Design gbsha_ttfir_seq, sky130hd; sources not shown.
Figure 1. Routed metal, one colour a layer (run 1).
(4 px per um)
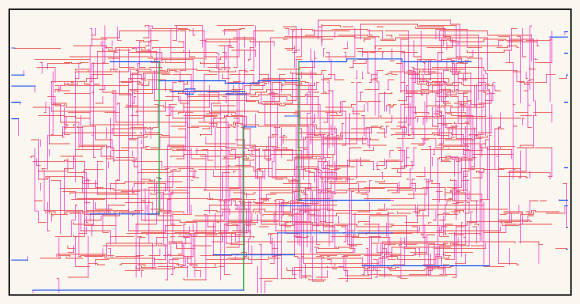
layer	colour	wire length
met3	blue	335 um
met2	magenta	4320 um
met4	green	114 um
met1	red	5240 um
post-detailed-route wirelength per cell: 14.5 um
vias: 3635
final wirelength: 10000 um
total routing usage reported by global routing: 22.9%

Figure 2. Sequential cells coloured by netlist name (run 1).
(4 px per um) Other sequential cells in the stronger grey, the rest of the logic in the fainter grey.
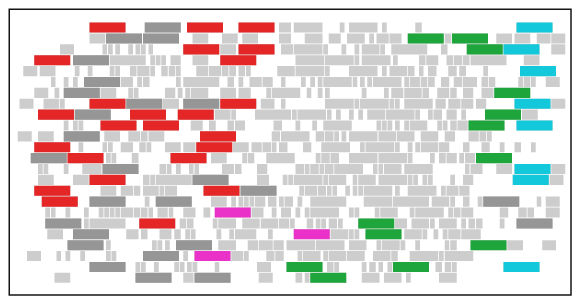
name in the netlist	colour	sequential cells
u_mac.acc	green	13
out_data	cyan	8
coef	red	24
k	magenta	3
not coloured	26
FF+latch area: 1850 um2
end-of-flow core utilization: 64.6%
sequential fraction of total cell area: 31.9%
sequential power: 0.000307 W

Figure 3. Clock wiring as the flow saved it (run 1).
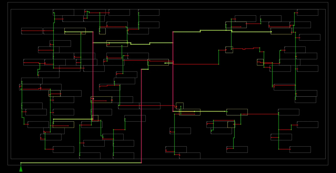
Post-Route Skew: 0.0107 ns
number of buffers created by CTS: 9
registers: 74
Clock group: 0.000182 W
clock sinks: 74

==> run summary, run 1 <==
Flow results.

- After synthesis, the largest family of logic cells by area is adder cells.
- The pre-placement core utilization is 58.4%.
- The register share after synthesis is 35.3%.
- The worst register-to-register path depth is 20.
- The maximum operating frequency is 164 MHz.
- The top cell type's share of synthesized area is 35.3%.
- In the power breakdown, the biggest contributor is combinational cells.
- The switching power is 0.000475 W.
- The clock H-tree reported by CTS has 3 levels.
- The synthesized instance count is 558.
- The number of library cell types mapped by synthesis is 46.
- The mean post-synth cell area is 9.40 um2.
- The aggregate global routing overflow is 0.
- The post-synth count of flops with an enable pin is 0.
- The pre-antenna-repair detailed-routing pass consisted of 4 iterations.
- The share of final-layout standard cells stronger than drive strength 1 is 10.3%.
- The routing layer with the top usage in global route is met2.
- The synthesized design contains 74 register bits.
- The cell count of the worst hold path is 2.
- The run finished with clean final reports.
- Once placement completed, the tool counted placed cells totaling 675.
- In this run the core area contains 24 standard-cell rows.
- Overall power consumption after layout is estimated at 0.00107 W.
- The die height is 71.0 um.
- In this run, flip-flops and latches consume 28.8% of the power.
- The static leakage power is 2.89 nW.
- Per the run summary, max-cap violations total 0.
- Post-synth the commonest register cell is dfrtp_1.
- The routing usage on met2 is 35.5%.
- The clock insertion delay at the later pin of the skew report is 0.35 ns.
- The final report lists a non-filler cell total of 691.
- The post-synth net total is 641.
- The count of buffers added on input and output ports is 20.
- The post-CTS setup-driven buffer insertion count is 0.
- The final-report setup violation count is 0.
- The worst slew slack as a fraction of its limit is 53.2%.
- According to the timing report, the data required time at the worst endpoint equals 17.54 ns.
- The area fraction in full adders, half adders and majority gates is 22.5%.
- Summing every instance area after synthesis gives 5240 um2.
- The number of antenna repair diodes is 0.
- For the pin with the worst max-slew slack, the measured transition is 0.702 ns.
- In the post-route analysis, the smallest setup slack over all paths is 11.15 ns.
- The element type at the critical path start is a flip-flop.
- For the combinational group, total power comes out at 0.000578 W.
- The area fraction in mux cells is 6.83%.
- The area fraction in and, or, nand and nor cells after synthesis is 16.7%.
- The most area-hungry cell type in the Yosys netlist is dfrtp_1.
- Per the power-grid run, VDD falls by no more than 0.0748 mV.
- The first-iteration detailed-routing DRC count is 159.
- The worst stage delay on the critical path is 0.61 ns.
- The synthesized netlist devotes 9.43% of its cell area to compound gates.
- The total DRC errors in the routed layout is 0.
- The largest net degree at the start of global routing is 75.
- In this run the count of I/O pins placed on the die edge is 21.
- The initial antenna violation count is 0.
- The critical path capture point type is a flip-flop.
- The CTS tree is done.
- The minimum hold slack is 0.476 ns.
- The areal power density over the cells is 184 nW/um2.
- The layout stage reports a final design area of 5800 um2.
- The slack of the worst reg-to-reg path is 11.15 ns.
- The largest fanout on the critical path is 24.
- After clock tree synthesis, the repair step resized 0 gates.
- The number of hold buffers added after CTS was 0.
- For the final routed database, the setup TNS stands at 0 ns.
- The time the worst path needs with I/O delays and setup is 6.10 ns.
- During synthesis, Yosys emitted a total of 0 warnings.
- The routability congestion estimate is 0.873.
- The pre-CTS worst setup slack is 11.13 ns.
- The number of cells reported by Yosys stat comes to 558.
- In this run the layout overhead on the synthesized area is reported as 10.6%.
- The floorplan step defined a die boundary enclosing 9950 um2.
- After clock tree synthesis, the clock-pin slew on the worst setup and hold paths is 0.07 ns.
- In this run the deepest clock path goes through 2 buffers.
- STA reports the tightest min-delay check as being of type flip-flop to flip-flop.
- For reference, the most critical setup path is categorized as flip-flop to flip-flop.
- After synthesis, the cell types taking the most area are dfrtp_1, fa_1, ha_1.
- After floorplanning, the core was sized to cover 8980 um2.
- The residual antenna-violating net count after detailed routing is 0.
- In the synthesized netlist, the cells that appear most often are nand2_1, inv_1, dfrtp_1.
- OpenROAD reports that the post-layout worst path occupies 35.4% of the period.
- Looking at the clock tree report, the root buffer type is clkbuf_16.
- The share of async-settable or async-resettable flops after synthesis is 100%.
- The critical path's slowest stage uses the library cell ha_1.
- The via count of the first global-routing pass is 3502.
- The switching portion of total power is 44.5%.
- Looking at the power breakdown, combinational cells take 54.1% of the total.
- The final timing report lists a max-slew violation count of 0.
- Traced cell by cell, the critical path runs through inv_1 -> ha_1 -> and3b_1 -> a21oi_1 -> o21ai_1 -> a22oi_1 -> nand2b_1 -> fa_1 -> fa_1 -> inv_1 -> fa_1 -> inv_1 -> fa_1 -> inv_1 -> ha_1 -> o21a_1 -> o31a_1 -> o31a_1 -> or4_1 -> nand3_1.
- The first global-routing pass estimated 17400 um of wire.
- The post-placement cell area is 5510 um2.
- Global routing used 5.69% of the available met3 tracks.
- The power report attributes to the clock group a share of 17.1%.
- Internal power comes to 0.000592 W.
- The total tool warning count is 29.
- The met1 usage is 32.4%.
- The area recorded from the Yosys report for this design is 5240 um2.
- The post-detailed-placement half-perimeter wirelength is 7360 um.
- The hold violation count in the final report is 0.
- In the final design database the tool counted 652 nets.
- At the worst endpoint, the arrival time is 6.39 ns.
- The post-synthesis share of cell area spent on xor and xnor gates is 1.50%.
- The floorplan step set the die width to 140 um.
- Setup repair after global routing left no endpoint under its margin.
- The via-per-instance ratio is 5.26.
- Among all cell types in the netlist, the one instantiated most often is nand2_1.
run 1: routing by layer:
layer | vias to the layer above | part of all wire [%]
li1 | 1829 | -
met1 | 1750 | 52
met2 | 46 | 43
met3 | 10 | 3.3
met4 | 0 | 1.1
met5 | - | 0
run 1: kinds of logic (layout without fill, tap and decap cells):
family	after synthesis	after routing
compound gates	78	78
xor+xnor	9	9
fa+ha+maj	72	72
buf+inv	102	118
flops	74	74
mux	32	32
simple gates	191	191
run 1: cell type report:
| cell class | instances | area [um2] |
|---|---|---|
| clock buffers | 10 | 239 |
| clock inverters | 6 | 48.8 |
| fillers | 727 | 3180 |
| inverters | 80 | 300 |
| multi-input cells | 382 | 3000 |
| flip-flops and latches | 74 | 1850 |
| well taps | 117 | 146 |
| repair buffers | 22 | 216 |
run 1: critical path: cells and delay by family, from the launching register on:
| family | cells | cell delay, ns |
|---|---|---|
| fa+ha+maj | 6 | 2.97 |
| compound gates | 6 | 1.40 |
| simple gates | 4 | 1.03 |
| buf+inv | 4 | 0.24 |
| flops | 1 | 0.41 |
run 1: placed cells by master (no fill, tap or decap), drive strengths merged, types with 3 or more instances in the layout:
cell type | netlist | routed
buf | 7 | 3
a22o | 7 | 7
nand2b | 7 | 7
clkbuf | 15 | 10
nor3 | 5 | 5
and3b | 12 | 12
inv | 80 | 83
o21a | 5 | 5
dfrtp | 74 | 74
clkdlybuf4s50 | 0 | 19
nand3 | 10 | 10
nor2b | 9 | 9
nor2 | 24 | 24
ha | 35 | 35
mux2 | 30 | 30
fa | 37 | 37
xnor2 | 6 | 6
xor2 | 3 | 3
a22oi | 7 | 7
o21ai | 20 | 20
clkinvlp | 0 | 3
a21oi | 23 | 23
a31oi | 3 | 3
nand2 | 114 | 114
Figure 4. Cell area per tile (run 1).
(4 px per um) 14 x 7 tiles, from white (low) to dark blue (high), 0 to 100% covered.
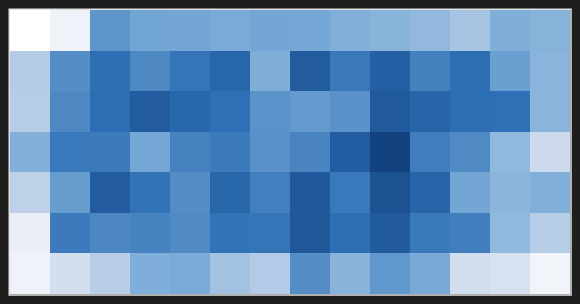

==> run 2: changes to the inputs <==
--- a/config.mk
+++ b/config.mk
@@ -11,7 +11,7 @@
 export CORE_UTILIZATION = 55
 export DETAILED_ROUTE_END_ITERATION = 16
 export HOLD_SLACK_MARGIN = 0.1
-export PLACE_DENSITY = 0.71
+export PLACE_DENSITY = 0.74
 export SLEW_MARGIN = 40
 export SYNTH_ARGS = -nofsm -noshare
 export SYNTH_HDL_FRONTEND = slang
==> constraint.sdc (replaced) <==
create_clock -name clk -period 5.1 [get_ports clk]
set_input_delay 0.765 -clock clk [delete_from_list [all_inputs] [get_ports clk]]
set_output_delay 0.765 -clock clk [all_outputs]
set_load 0.03 [all_outputs]
Figure 5. Cell area per tile (run 2).
(4 px per um) 14 x 7 tiles, from white (low) to dark blue (high), 0 to 100% covered.
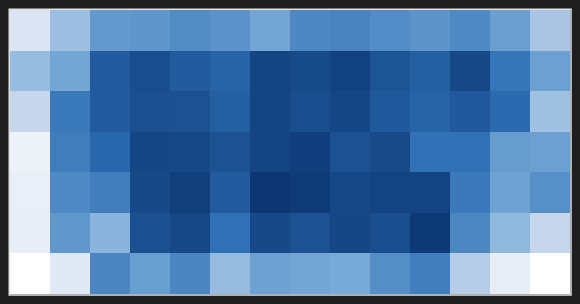
nearly empty tiles	2.0%
densest ninth of the die	centre
fullest tile	97%
tiles over 75% full	45%
mean over tiles	67%
Core Footprint: 8980 um2
FP Util: 58.4%

==> run 2 against run 1 <==
Compared with the run above:
- via count up 12%
- global-route usage up 3.6 points
- critical endpoint is now u_mac.acc[11]$_DFFE_PN0P_
- the run now ends with negative setup slack left
- sequential cell count unchanged
- hold slack worse by 0.048 ns
- largest power group unchanged
- sequential power rose to 3.4 times the previous value
- non-clock buffer count up 63
- die area unchanged
==> run summary, run 2 <==
Flow results.

- The logic depth of the worst setup path including buffers came to 24 (was 20).
- The Yosys warning count is 0 (unchanged).
- The slack of the worst reg-to-reg path came to -0.01 ns (was 11.15 ns).
- The peak supply drop is 0.269 mV (was 0.0748 mV).
- The count of cells along the worst register-to-register path came to 24 (was 20).
- The routability congestion estimate is 0.846 (was 0.873).
- The largest fanout on the critical path is 7 (was 24).
- The areal power density over the cells is 693 nW/um2 (was 184 nW/um2).
- The max-cap check violation count is 0 (unchanged).
- The overall die width is 140 um (unchanged).
- The maximum buffer depth of the clock tree was 2 (unchanged).
- The worst path required time is 5.32 ns (was 17.54 ns).
- The CTS tree is done (unchanged).
- The total die size came to 9950 um2 (unchanged).
- Most frequent cells after synthesis: nand2_1, inv_1, dfrtp_1 (unchanged).
- The final worst-path setup slack came to -0.0146 ns (was 11.15 ns).
- The post-detailed-placement half-perimeter wirelength is 7820 um (was 7360 um).
- The overall via count from detail_route is 4057 (was 3635).
- The number of fill cells in the layout was 588 (was 727).
- The hold violation count in the final report is 0 (unchanged).
- The highest-delay cell along the critical path is fa_1 (was ha_1).
- The number of iterations in the first detailed-routing pass is 4 (unchanged).
- The number of hold-repair buffers added at the cts stage is 0 (unchanged).
- Result of the run: finished, violations left (was finished, final reports clean).
- The area of the mapped netlist is 5240 um2 (unchanged).
- The register bit count reported by yosys is 74 (unchanged).
- The number of nets in the finished design is 715 (was 652).
- The cell at the root of the clock tree is clkbuf_16 (unchanged).
- The first-iteration detailed-routing DRC count came to 316 (was 159).
- The average detailed-routed wire length per instance was 16.1 um (was 14.5 um).
- The clock insertion delay at the later pin of the skew report is 0.35 ns (about the same).
- The number of placed I/O pins is 21 (unchanged).
- The element type at the critical path start is a flip-flop (unchanged).
- The initial antenna violation count was 0 (unchanged).
- The via-per-instance ratio is 5.38 (was 5.26).
- The critical path capture point type was a flip-flop (unchanged).
- The combined global-route utilization of all metal layers is 26.5% (was 22.9%).
- The transition time at the pin with the least slew margin is 0.665 ns (was 0.702 ns).
- The number of buffers added on ports is 20 (unchanged).
- The number of library cell types mapped by synthesis is 46 (unchanged).
- The yosys-reported design area after synthesis is 5240 um2 (unchanged).
- The number of cell instances after yosys synthesis is 558 (unchanged).
- The register share after synthesis is 35.3% (unchanged).
- RSZ-0062 raised after global routing: true (was false).
- The checks that failed: negative setup slack.
- The post-synth net total is 641 (unchanged).
- The final clock skew came to 0.0129 ns (was 0.0107 ns).
- The final critical-path share of the clock period came to 100% (was 35.4%).
- The cell with the most instances after synthesis is nand2_1 (unchanged).
- The total tool warning count is 30 (was 29).
- The startpoint-to-endpoint class of the critical path is flip-flop to flip-flop (unchanged).
- The leading cell type in the layout, fill and taps excluded is nand2_1 (unchanged).
- The number of antenna repair diodes is 0 (unchanged).
- The class of the tightest hold or removal check is input pin to asynchronous set/reset pin (was flip-flop to flip-flop).
- The maximum operating frequency is 196 MHz (was 164 MHz).
- The CTS clock-pin slew for the worst setup and hold paths is 0.06 ns (was 0.07 ns).
- The most area-hungry cell type in the Yosys netlist is dfrtp_1 (unchanged).
- The total DRC errors in the routed layout is 0 (unchanged).
- The die height was 71.0 um (unchanged).
- The final-report setup violation count was 1 (was 0).
- The top cell type's share of synthesized area is 35.3% (unchanged).
- CP cell instances: inv_2 -> buf_6 -> ha_4 -> and3b_1 -> a21oi_2 -> o21ai_2 -> a22oi_2 -> buf_6 -> buf_6 -> nor2_4 -> fa_1 -> inv_2 -> fa_1 -> inv_2 -> fa_1 -> inv_1 -> fa_1 -> inv_2 -> ha_4 -> a21o_4 -> a31oi_4 -> nor3_2 -> a31oi_1 -> nand3_1 (was inv_1 -> ha_1 -> and3b_1 -> a21oi_1 -> o21ai_1 -> a22oi_1 -> nand2b_1 -> fa_1 -> fa_1 -> inv_1 -> fa_1 -> inv_1 -> fa_1 -> inv_1 -> ha_1 -> o21a_1 -> o31a_1 -> o31a_1 -> or4_1 -> nand3_1).
- Most area-consuming cells after synthesis: dfrtp_1, fa_1, ha_1 (unchanged).
run 2: cell counts after synthesis:
Identical to the previous run, type by type.
run 2: what timing repair did:
item | 4_1_cts | 5_1_grt
setup buffers | 17 | 4
gates resized | 47 | 42
gates cloned | 0 | 0
endpoints found under the setup margin | 6 | 7
pin swaps | 42 | 43
run 2: metrics by stage:
stage	cells	hold WS, ns	setup TNS [ns]	total power, W	cell area, um2
floorplan	558	0.445	0	0.00265	5340
global placement	717	0.461	-0.429	0.00332	5910
detailed placement	717	0.470	-0.902	0.00342	5920
CTS	750	0.460	0	0.00446	6580
global route	754	0.498	-0.667	0.00503	6760
finish	754	0.428	-0.0146	0.00469	6760
run 2: cell families after synthesis:
| group | Yosys count | synth area share (%) |
|---|---|---|
| simple gates | 191 | 16.7 |
| mux | 32 | 6.83 |
| buf+inv | 102 | 7.71 |
| fa+ha+maj | 72 | 22.5 |
| xor+xnor | 9 | 1.50 |
| flops | 74 | 35.3 |
| compound gates | 78 | 9.43 |
run 2: layout make-up:
type | instances | area [um2] | share of cell area, %
Sequential cell | 74 | 1850 | 27.4
Tap cell | 117 | 146 | 2.16
Clock inverter | 7 | 90.1 | 1.33
Clock buffer | 9 | 225 | 3.33
Inverter | 80 | 303 | 4.48
Timing Repair Buffer | 85 | 752 | 11.1
Multi-Input combinational cell | 382 | 3390 | 50.2
run 2: power by group:
group	total, W	switching (W)	leakage (nW)	internal (W)
clock network	0.000684	0.000290	0.156	0.000394
logic	0.00295	0.00153	2.20	0.00142
registers	0.00105	0.000203	0.938	0.000847
run 2: layer usage:
metal	GRT usage [%]	vias to the layer above	wire, um
met5	0	-	0
met4	9.77	0	251
met3	5.01	22	622
met2	43.8	103	5690
met1	35.2	1972	5560
li1	-	1960	-
No activity file was given, so power comes from the tool's default toggle rates.
